## src/rtl/snr_display_hold.sv

```systemverilog
// snr_display_hold: block-average / peak-hold SNR conditioner feeding a 0..9999 display at a slow refresh rate
module snr_display_hold #(
  parameter int CLK_HZ    = 50_000_000,
  parameter int UPDATE_HZ = 4,
  parameter int IN_W      = 16,
  parameter int AVG_LOG2  = 4
) (
  input  logic                   clk,
  input  logic                   reset,
  input  logic signed [IN_W-1:0] snr_in,
  input  logic                   snr_valid,
  input  logic                   peak_mode,
  output logic [15:0]            value,
  output logic                   value_updated,
  output logic                   signal_ok
);
  localparam int DIV = CLK_HZ / UPDATE_HZ;
  localparam int CW  = DIV > 1 ? $clog2(DIV) : 1;
  localparam int AW  = IN_W + AVG_LOG2;
  localparam int XW  = AW + 16;
  localparam logic signed [XW-1:0] MAXV = 9999;

  if (DIV < 2) begin : g_bad_div
    $error("snr_display_hold: CLK_HZ/UPDATE_HZ must be at least 2");
  end

  logic [CW-1:0]        div_cnt;
  logic                 tick;
  logic signed [AW-1:0] acc, sum, avg_reg;
  logic [AVG_LOG2-1:0]  cnt;
  logic signed [IN_W-1:0] peak_reg;
  logic                 peak_seen;
  logic signed [XW-1:0] peak_x, avg_x, cand;
  logic                 load;
  logic [15:0]          clamped;

  assign tick    = div_cnt == CW'(DIV - 1);
  assign sum     = acc + {{AVG_LOG2{snr_in[IN_W-1]}}, snr_in};
  assign peak_x  = {{(XW-IN_W){peak_reg[IN_W-1]}}, peak_reg};
  assign avg_x   = {{(XW-AW){avg_reg[AW-1]}}, avg_reg};

  always_comb begin
    cand    = peak_mode ? peak_x : avg_x;
    load    = tick & (peak_mode ? peak_seen : signal_ok);
    clamped = cand[XW-1] ? 16'd0 : cand > MAXV ? 16'd9999 : cand[15:0];
  end

  always_ff @(posedge clk) begin
    if (reset) begin
      div_cnt       <= '0;
      value         <= '0;
      value_updated <= 1'b0;
      signal_ok     <= 1'b0;
      acc           <= '0;
      cnt           <= '0;
      avg_reg       <= '0;
      peak_reg      <= '0;
      peak_seen     <= 1'b0;
    end else begin
      div_cnt       <= tick ? '0 : div_cnt + 1'b1;
      value_updated <= load;
      if (load) value <= clamped;
      if (snr_valid) begin
        if (&cnt) begin
          avg_reg   <= sum >>> AVG_LOG2;
          acc       <= '0;
          cnt       <= '0;
          signal_ok <= 1'b1;
        end else begin
          acc <= sum;
          cnt <= cnt + 1'b1;
        end
      end
      // a sample in the tick cycle seeds the next peak window
      if (tick) begin
        peak_seen <= snr_valid;
        if (snr_valid) peak_reg <= snr_in;
      end else if (snr_valid && (!peak_seen || snr_in > peak_reg)) begin
        peak_reg  <= snr_in;
        peak_seen <= 1'b1;
      end
    end
  end
endmodule

```

## config.mk

```make
export PLATFORM = sky130hd
export DESIGN_NAME = snr_display_hold
export DESIGN_NICKNAME = d
export VERILOG_FILES = /design/src/rtl/snr_display_hold.sv
export SDC_FILE = /design/constraint.sdc
export NUM_CORES = 1
export LEC_CHECK = 0
export CORE_ASPECT_RATIO = 1.4
export CORE_MARGIN = 2
export CORE_UTILIZATION = 25
export CTS_CLUSTER_SIZE = 8
export DETAILED_ROUTE_END_ITERATION = 16
export REMOVE_ABC_BUFFERS = 1
export SYNTH_ARGS = -nofsm -noshare
export SYNTH_HDL_FRONTEND = slang
export SYNTH_SLANG_ARGS = --single-unit
```

## constraint.sdc

```tcl
create_clock -name clk -period 3.5 [get_ports clk]
set_input_delay 0.7 -clock clk [delete_from_list [all_inputs] [get_ports clk]]
set_output_delay 0.7 -clock clk [all_outputs]
set_load 0.02 [all_outputs]
```

### Pin map, run 1

(3 px per um) Pins as bars across the die edge, other pins in grey.
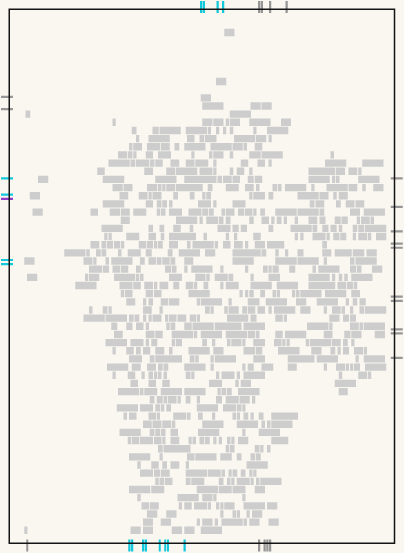
legend:
  purple:
    port: `snr_valid`
    pins: 1
    direction: input
    edge: left
  cyan:
    port: `snr_in`
    pins: 16
    direction: input
    edge: 8 bottom, 4 left, 4 top
all pins by edge: 13 bottom, 10 right, 8 top, 7 left
count of input and output buffers: 36
Die Span Y: 178 um
Die Span X: 128 um

### Placement view, run 1

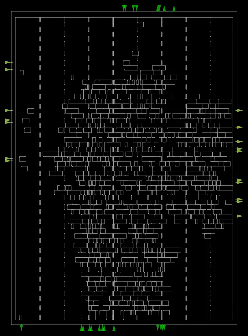
placement row count: 63
core area: 21100 sq um

==> reports/metrics.csv, run 1 <==
stage,metric,value,unit
cells_and_area,regMostFlops,div_cnt,
worst_hold_path,hold_path_startpoint,value[2],
routing,antenna_violating_nets_post_route,0,
routing,met2_length,7250,um
cells_and_area,register_area,1960,sq um
clock_tree,cts-resized-gates,0,
routing,dr.first_iter.drc_count,266,
routing,routed_via_density,4.76,
yosys,synth.mux.area_fraction,5.66,%
worst_hold_path,hold_path_class,flop to flop,
placed_design,dp.final_hpwl,10600,um
cells_and_area,mostFrequentLayoutCells,"sky130_fd_sc_hd__nand2_1 (108), sky130_fd_sc_hd__dfxtp_1 (98), sky130_fd_sc_hd__nor2_1 (74)",
setup_path,critical_path.slowest_cell,sky130_fd_sc_hd__clkdlybuf4s50_1,
worst_hold_path,number_of_cells_on_the_worst_hold_path,2,
yosys,post_synth_ao_oa_area_fraction,15.9,%
power_and_ir_drop,top_power_group,sequential cells,
cells_and_area,area.share.combinational,50.4,%
cells_and_area,design.seq.count,98,
yosys,synth_sequential_area_ratio,36.5,%
worst_hold_path,min_to,value[2],
clock_tree,cts_setup_buffers,0,
outcome,run_status,"finished, final reports clean",
routing,vias,4511,
power_and_ir_drop,design_internal_power,2.00,mW
setup_path,r2r_endpoint,acc[18],
grt,use_met2,23.9,%
cells_and_area,finish.cell_count_without_fillers,947,
cells_and_area,drive_gt1_share,7.57,%
cells_and_area,comb.multi_input.count,501,
clock_tree,cts.clk_slew.worst_paths,70,ps
placed_design,globalplace.congestion,0.896,
yosys,yosysTopAreaCellShare,36.5,%
setup_path,highest_fanout_seen_on_the_critical_path,4,
cells_and_area,buffers_excl_clock,48,
sta,finClkSkew,7.18,ps
setup_path,worst-path-stages,10,
setup_path,endpoint,acc[18],
cells_and_area,largest_register_ff_count,24,
yosys,simple_gate_area_share,23.2,%
grt,grt_pass1_vias,4523,
setup_path,timing.reg2reg.setup_slack,1000,ps
cells_and_area,clock_cell_area_share,4.91,%
cells_and_area,non_clock_inverter_count,24,
setup_path,worstSetupPathType,primary input to flop,
placed_design,post_dp_cell_area,6040,sq um
yosys,synth.cellmix.adderShare,8.98,%
setup_path,critical_path.startpoint_type,primary input,
cells_and_area,design.final.nets,740,
run,cap_violations,0,
yosys,synthTopCellsByArea,"sky130_fd_sc_hd__dfxtp_1 (36%), sky130_fd_sc_hd__ha_1 (8.6%), sky130_fd_sc_hd__nand2_1 (7.5%)",
### Gate families picked out, run 1

(3 px per um)
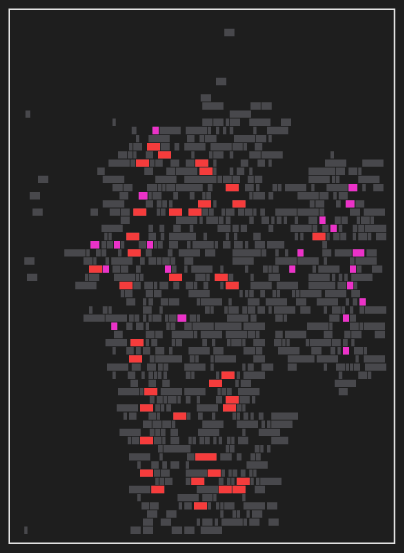
legend:
  red:
    family: adder and majority cells
    cells: 38
    most_used: ha_1
  magenta:
    family: AND and OR gates
    cells: 21

[run 1: synthesized netlist by cell type (17+ instances only)]
library cell,instances
sky130_fd_sc_hd__a21oi_1,47
sky130_fd_sc_hd__a22oi_1,19
sky130_fd_sc_hd__clkbuf_1,20
sky130_fd_sc_hd__dfxtp_1,98
sky130_fd_sc_hd__ha_1,37
sky130_fd_sc_hd__inv_1,22
sky130_fd_sc_hd__mux2i_1,18
sky130_fd_sc_hd__nand2_1,108
sky130_fd_sc_hd__nand3_1,18
sky130_fd_sc_hd__nor2_1,74
sky130_fd_sc_hd__o21ai_0,17
sky130_fd_sc_hd__xor2_1,19
[run 1: worst min-delay path: cells and delay by family, from the launching register on]
family	cells	cell delay (ps)
flip-flops	1	310
AND/OR/NAND/NOR	2	90
==> run 2: changes to the inputs <==
Settings changed: CELL_PAD_IN_SITES_DETAIL_PLACEMENT set to 1, CELL_PAD_IN_SITES_GLOBAL_PLACEMENT set to 2, CTS_BUF_LIST set to sky130_fd_sc_hd__clkbuf_8, PLACE_DENSITY_LB_ADDON set to 0.1.
### Gate families picked out, run 2

(3 px per um)
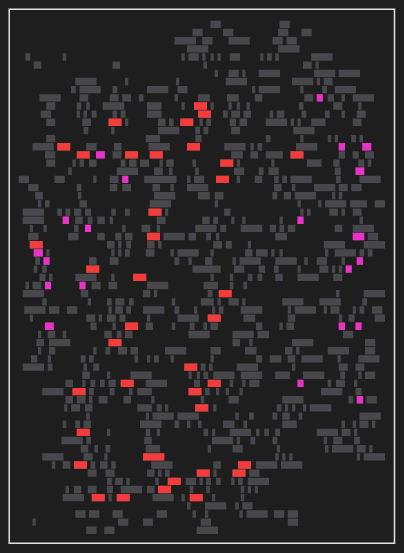
legend:
  red:
    family: adder and majority cells
    cells: 38
    most_used: ha_1
  magenta:
    family: AND and OR gates
    cells: 21
final cell count without fillers: 955
most frequent logic cell in the layout: sky130_fd_sc_hd__nand2_1
fraction of area in multi-input gates: 50.9%

==> run 2 against run 1 <==
  * Synthesized cell count unchanged
  * Flip-flop count unchanged
  * Critical endpoint is now avg_reg[14]
  * Design area down 0.93%
  * Non-clock buffer count up 8
  * Largest cell class unchanged
  * First-iteration DRC count down 56%
  * Sequential power about the same
  * Cell count up 0.84%
  * Highest routed layer unchanged
  * Largest power group unchanged
  * Synthesized area unchanged
  * Routed wire length up 20%
  * Global-route usage up 2.7 points
==> reports/metrics.csv, run 2 <==
stage,metric,value,unit
grt,grt_pass1_vias,4947,
cells_and_area,drive_gt1_share,8.49,%
setup_path,worstSetupPathType,primary input to flop,
worst_hold_path,hold_path_class,flop to flop,
yosys,synth.cells.most_frequent,"sky130_fd_sc_hd__nand2_1 (108), sky130_fd_sc_hd__dfxtp_1 (98), sky130_fd_sc_hd__nor2_1 (74)",
cells_and_area,mostFrequentLayoutCells,"sky130_fd_sc_hd__nand2_1 (108), sky130_fd_sc_hd__dfxtp_1 (98), sky130_fd_sc_hd__nor2_1 (74)",
worst_hold_path,hold_path_startpoint,value[0],
setup_path,critical_path.slowest_cell,sky130_fd_sc_hd__clkdlybuf4s50_1,
yosys,synthTopCellsByArea,"sky130_fd_sc_hd__dfxtp_1 (36%), sky130_fd_sc_hd__ha_1 (8.6%), sky130_fd_sc_hd__nand2_1 (7.5%)",
setup_path,highest_fanout_seen_on_the_critical_path,4,
routing,vias,4661,
grt,global_route.peak_usage_layer,met2,
yosys,synth.mux.area_fraction,5.66,%
routing,wire_per_inst,17.3,um
setup_path,nature_of_the_critical_path_endpoint,flop,
routing,antenna_violating_nets_post_route,0,
sta,layout_min_cycle_time,3060,ps
placed_design,place.port_buffers,36,
yosys,simple_gate_area_share,23.2,%
cells_and_area,design.final.nets,748,
setup_path,worst-path-stages,10,
yosys,synth_area,5380,sq um
clock_tree,cts.clk_slew.worst_paths,100,ps
yosys,most_used_standard_cell_by_instance_count_after_synthesis,sky130_fd_sc_hd__nand2_1,
die,placement_row_count,63,
placed_design,globalplace.congestion,0.768,
outcome,run_status,"finished, final reports clean",
routing,routed_via_density,4.88,
yosys,post_synth_ao_oa_area_fraction,15.9,%
placed_design,post_dp_cell_area,6080,sq um
yosys,yosysTopAreaCellShare,36.5,%
clock_tree,cts-resized-gates,0,
worst_hold_path,min_to,value[0],
setup_path,path_cells,clkdlybuf4s50_1 > ha_1 > fa_1 > nand3_1 > nand3_1 > a21oi_1 > o41ai_1 > buf_4 > a221o_1 > o311ai_0,
die,die_width,128,um
routing,met2_length,8800,um
grt,use_met2,28.9,%
run,cap_violations,0,
setup_path,critical_path.startpoint_type,primary input,
die,core,21100,sq um
sta,finClkSkew,10.4,ps
cells_and_area,layout_top_registers,"div_cnt x24, acc x20",
placed_design,dp.final_hpwl,12900,um
setup_path,timing.reg2reg.setup_slack,930,ps
worst_hold_path,number_of_cells_on_the_worst_hold_path,2,
clock_tree,cts_setup_buffers,0,
cells_and_area,largest_register_ff_count,24,
die,die_height,178,um
### Placement view, run 2

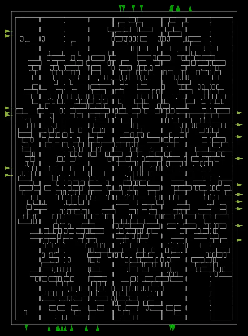
sequential cells: 98
count of filler cells inserted in the layout: 2510
Post-Route Utilization: 29.8%
share of the final layout cell area in sequential cells: 31.2%
well-tap cell count: 260

run 2: cell counts after synthesis:
Identical to the previous run, type by type.
run 2: layout make-up:
type	instances	area, sq um	share of cell area [%]
clock buffer	11	151	2.41
clock inverter	5	53.8	0.855
inverter	24	90.1	1.43
multi-input combinational	501	3200	50.9
sequential	98	1960	31.2
tap	260	325	5.17
timing repair buffer	56	505	8.04
run 2: worst max path at each step:
stage	start	to	slack, ps
floorplan	snr_in[13]	peak_reg[0]	920
global placement	snr_in[3]	avg_reg[15]	50
detailed placement	snr_in[0]	avg_reg[14]	-8
CTS	snr_in[0]	avg_reg[14]	430
global route	snr_in[3]	avg_reg[15]	190
finish	snr_in[0]	avg_reg[14]	440
==> run 3: changes to the inputs <==
Settings changed: CTS_CLUSTER_DIAMETER set to 80, CTS_CLUSTER_SIZE 8 to unset, GPL_TIMING_DRIVEN set to 0.
### Gate families picked out, run 3

(3 px per um)
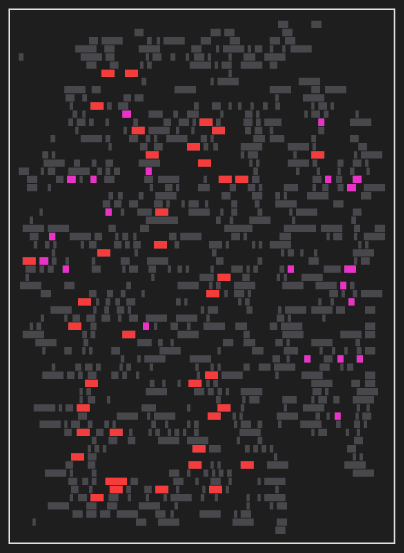
legend:
  magenta:
    family: AND and OR gates
    cells: 21
  red:
    family: adder and majority cells
    cells: 38
    most_used: ha_1
final cell count without fillers: 938
fraction of area in multi-input gates: 51.7%

==> run 3 against run 2 <==
  * Via count is 1.1% lower
  * Hold slack worse by 11 ps
  * Clock power about the same
  * Largest cell class unchanged
==> reports/metrics.csv, run 3 <==
stage,metric,value,unit
worst_hold_path,min_to,value[10],
setup_path,highest_fanout_seen_on_the_critical_path,27,
cells_and_area,drive_gt1_share,5.90,%
yosys,most_used_standard_cell_by_instance_count_after_synthesis,sky130_fd_sc_hd__nand2_1,
routing,vias,4610,
cells_and_area,regMostFlops,div_cnt,
yosys,yosysTopAreaCellShare,36.5,%
die,ioPinCount,38,
placed_design,dpl_worst_slack,-337,ps
sta,tightestPinTransition,1130,ps
yosys,yosysCellCount,650,
sta,timing_hold_violations_final,0,
grt,grt_start_max_net_pins,46,
placed_design,dp.final_hpwl,12500,um
setup_path,rr_startpoint,div_cnt[23],
power_and_ir_drop,design_internal_power,1.82,mW
routing,top_signal_layer_used,met4,
grt,global_route.usage.met3,1.66,%
cells_and_area,mostFrequentLayoutCells,"sky130_fd_sc_hd__nand2_1 (108), sky130_fd_sc_hd__dfxtp_1 (98), sky130_fd_sc_hd__nor2_1 (74)",
cells_and_area,filler_cell_count,2521,
worst_hold_path,hold_path_class,flop to flop,
placed_design,globalplace.congestion,0.791,
sta,layout_min_cycle_time,3210,ps
grt,grt_util_met1,16.5,%
routing,wl_met3,238,um
die,die_width,128,um
grt,globalRouteOverflowTotal,0,
yosys,syn_inst,650,
clock_tree,ctsRootBufferMaster,sky130_fd_sc_hd__clkbuf_8,
sta,slew_violations,0,
cells_and_area,utilization,29.3,%
clock_tree,cts_inserted_buffers,9,
setup_path,critical_path.startpoint_type,primary input,
sta,rsz0062_at_grt,no,
clock_tree,cts.clk_slew.worst_paths,90,ps
die,placement_row_count,63,
setup_path,timing.critical_path.arrival,3480,ps
cells_and_area,layout_top_registers,"div_cnt x24, acc x20",
yosys,synth.cellmix.adderShare,8.98,%
sta,setup_tns_final,0,ps
sta,final.period_utilization,91.6,%
worst_hold_path,number_of_cells_on_the_worst_hold_path,2,
setup_path,endpoint,value[11],
yosys,synth_sequential_area_ratio,36.5,%
placed_design,post_dp_cell_area,5950,sq um
yosys,edf_count,0,
die,core,21100,sq um
setup_path,timing.reg2reg.setup_slack,940,ps
routing,wire_per_inst,17.2,um
routing,antenna_violating_nets_post_route,0,
setup_path,worstSetupPathType,primary input to flop,
cells_and_area,design.final.nets,732,
setup_path,setup.worst_path.start,peak_mode,
yosys,synth_top_flop_cell,sky130_fd_sc_hd__dfxtp_1,
run,cap_violations,0,
outcome,run_status,"finished, final reports clean",
die,chip_area,22700,sq um
routing,met2_length,8770,um
power_and_ir_drop,swShare,30.9,%
yosys,synth.mux.area_fraction,5.66,%
cells_and_area,largest_register_ff_count,24,
yosys,post_synth_ao_oa_area_fraction,15.9,%
sta,holdWs,447,ps
cells_and_area,layout_top_cell_excl_fill_tap,sky130_fd_sc_hd__nand2_1,
placed_design,place.port_buffers,36,
power_and_ir_drop,top_power_group,sequential cells,
power_and_ir_drop,peakVddDrop,186,uV
clock_tree,cts_setup_buffers,0,
yosys,synthTopCellsByArea,"sky130_fd_sc_hd__dfxtp_1 (36%), sky130_fd_sc_hd__ha_1 (8.6%), sky130_fd_sc_hd__nand2_1 (7.5%)",
sta,finClkSkew,10.8,ps
placed_design,count_of_placed_standard_cells_including_taps,920,
yosys,synth_area,5380,sq um
setup_path,r2r_endpoint,value[0],
grt,use_met2,28.6,%
worst_hold_path,hold_path_startpoint,value[10],
routing,routed_via_density,4.91,
clock_tree,cts_tree,yes,
setup_path,nature_of_the_critical_path_endpoint,flop,
run,log.warning_count,25,
yosys,synth.cells.most_frequent,"sky130_fd_sc_hd__nand2_1 (108), sky130_fd_sc_hd__dfxtp_1 (98), sky130_fd_sc_hd__nor2_1 (74)",
grt,grt_pass1_vias,4914,
yosys,simple_gate_area_share,23.2,%
routing,dr.first_iter.drc_count,181,
clock_tree,cts-resized-gates,0,
grt,global_route.peak_usage_layer,met2,
grt,wire_length_of_the_first_global_routing_pass,25900,um
grt,groute.usage.overall,14.8,%
power_and_ir_drop,power.sequential.fraction,46.0,%
die,die_height,178,um
### Drive-strength map, run 3

(3 px per um)
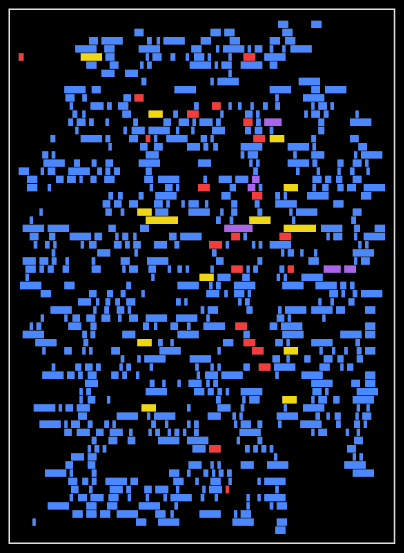
legend:
  red:
    size: drive 2
    cells: 21
  yellow:
    size: drive 6 and up
    cells: 13
  blue:
    size: drive 1 or less
    cells: 638
  purple:
    size: drive 3 to 4
    cells: 6
final cell area excluding filler cells: 6190 sq um
synthesis-to-layout area growth: 15.1%
worst setup margin: 293 ps
Non-CTS buffers: 40

run 3: cell counts after synthesis:
No cell type changed its count.
run 3: final cells by class:
cell class	instances	area [sq um]	area share (%)
sequential	98	1960	31.7
inverter	24	90.1	1.46
clock buffer	9	124	2.00
clock inverter	6	76.3	1.23
tap	260	325	5.26
timing repair buffer	40	410	6.63
multi-input combinational	501	3200	51.7
run 3: worst max-delay path: stages:
cell                              delay (ps)
sky130_fd_sc_hd__clkdlybuf4s50_1         990
sky130_fd_sc_hd__nand3b_1                420
sky130_fd_sc_hd__o22ai_1                 260
sky130_fd_sc_hd__a21oi_1                 140
sky130_fd_sc_hd__a21oi_1                 560
sky130_fd_sc_hd__nor3_4                  130
sky130_fd_sc_hd__a22oi_1                 200
sky130_fd_sc_hd__nor2_1                   50
Power and IR drop assume default switching activity.
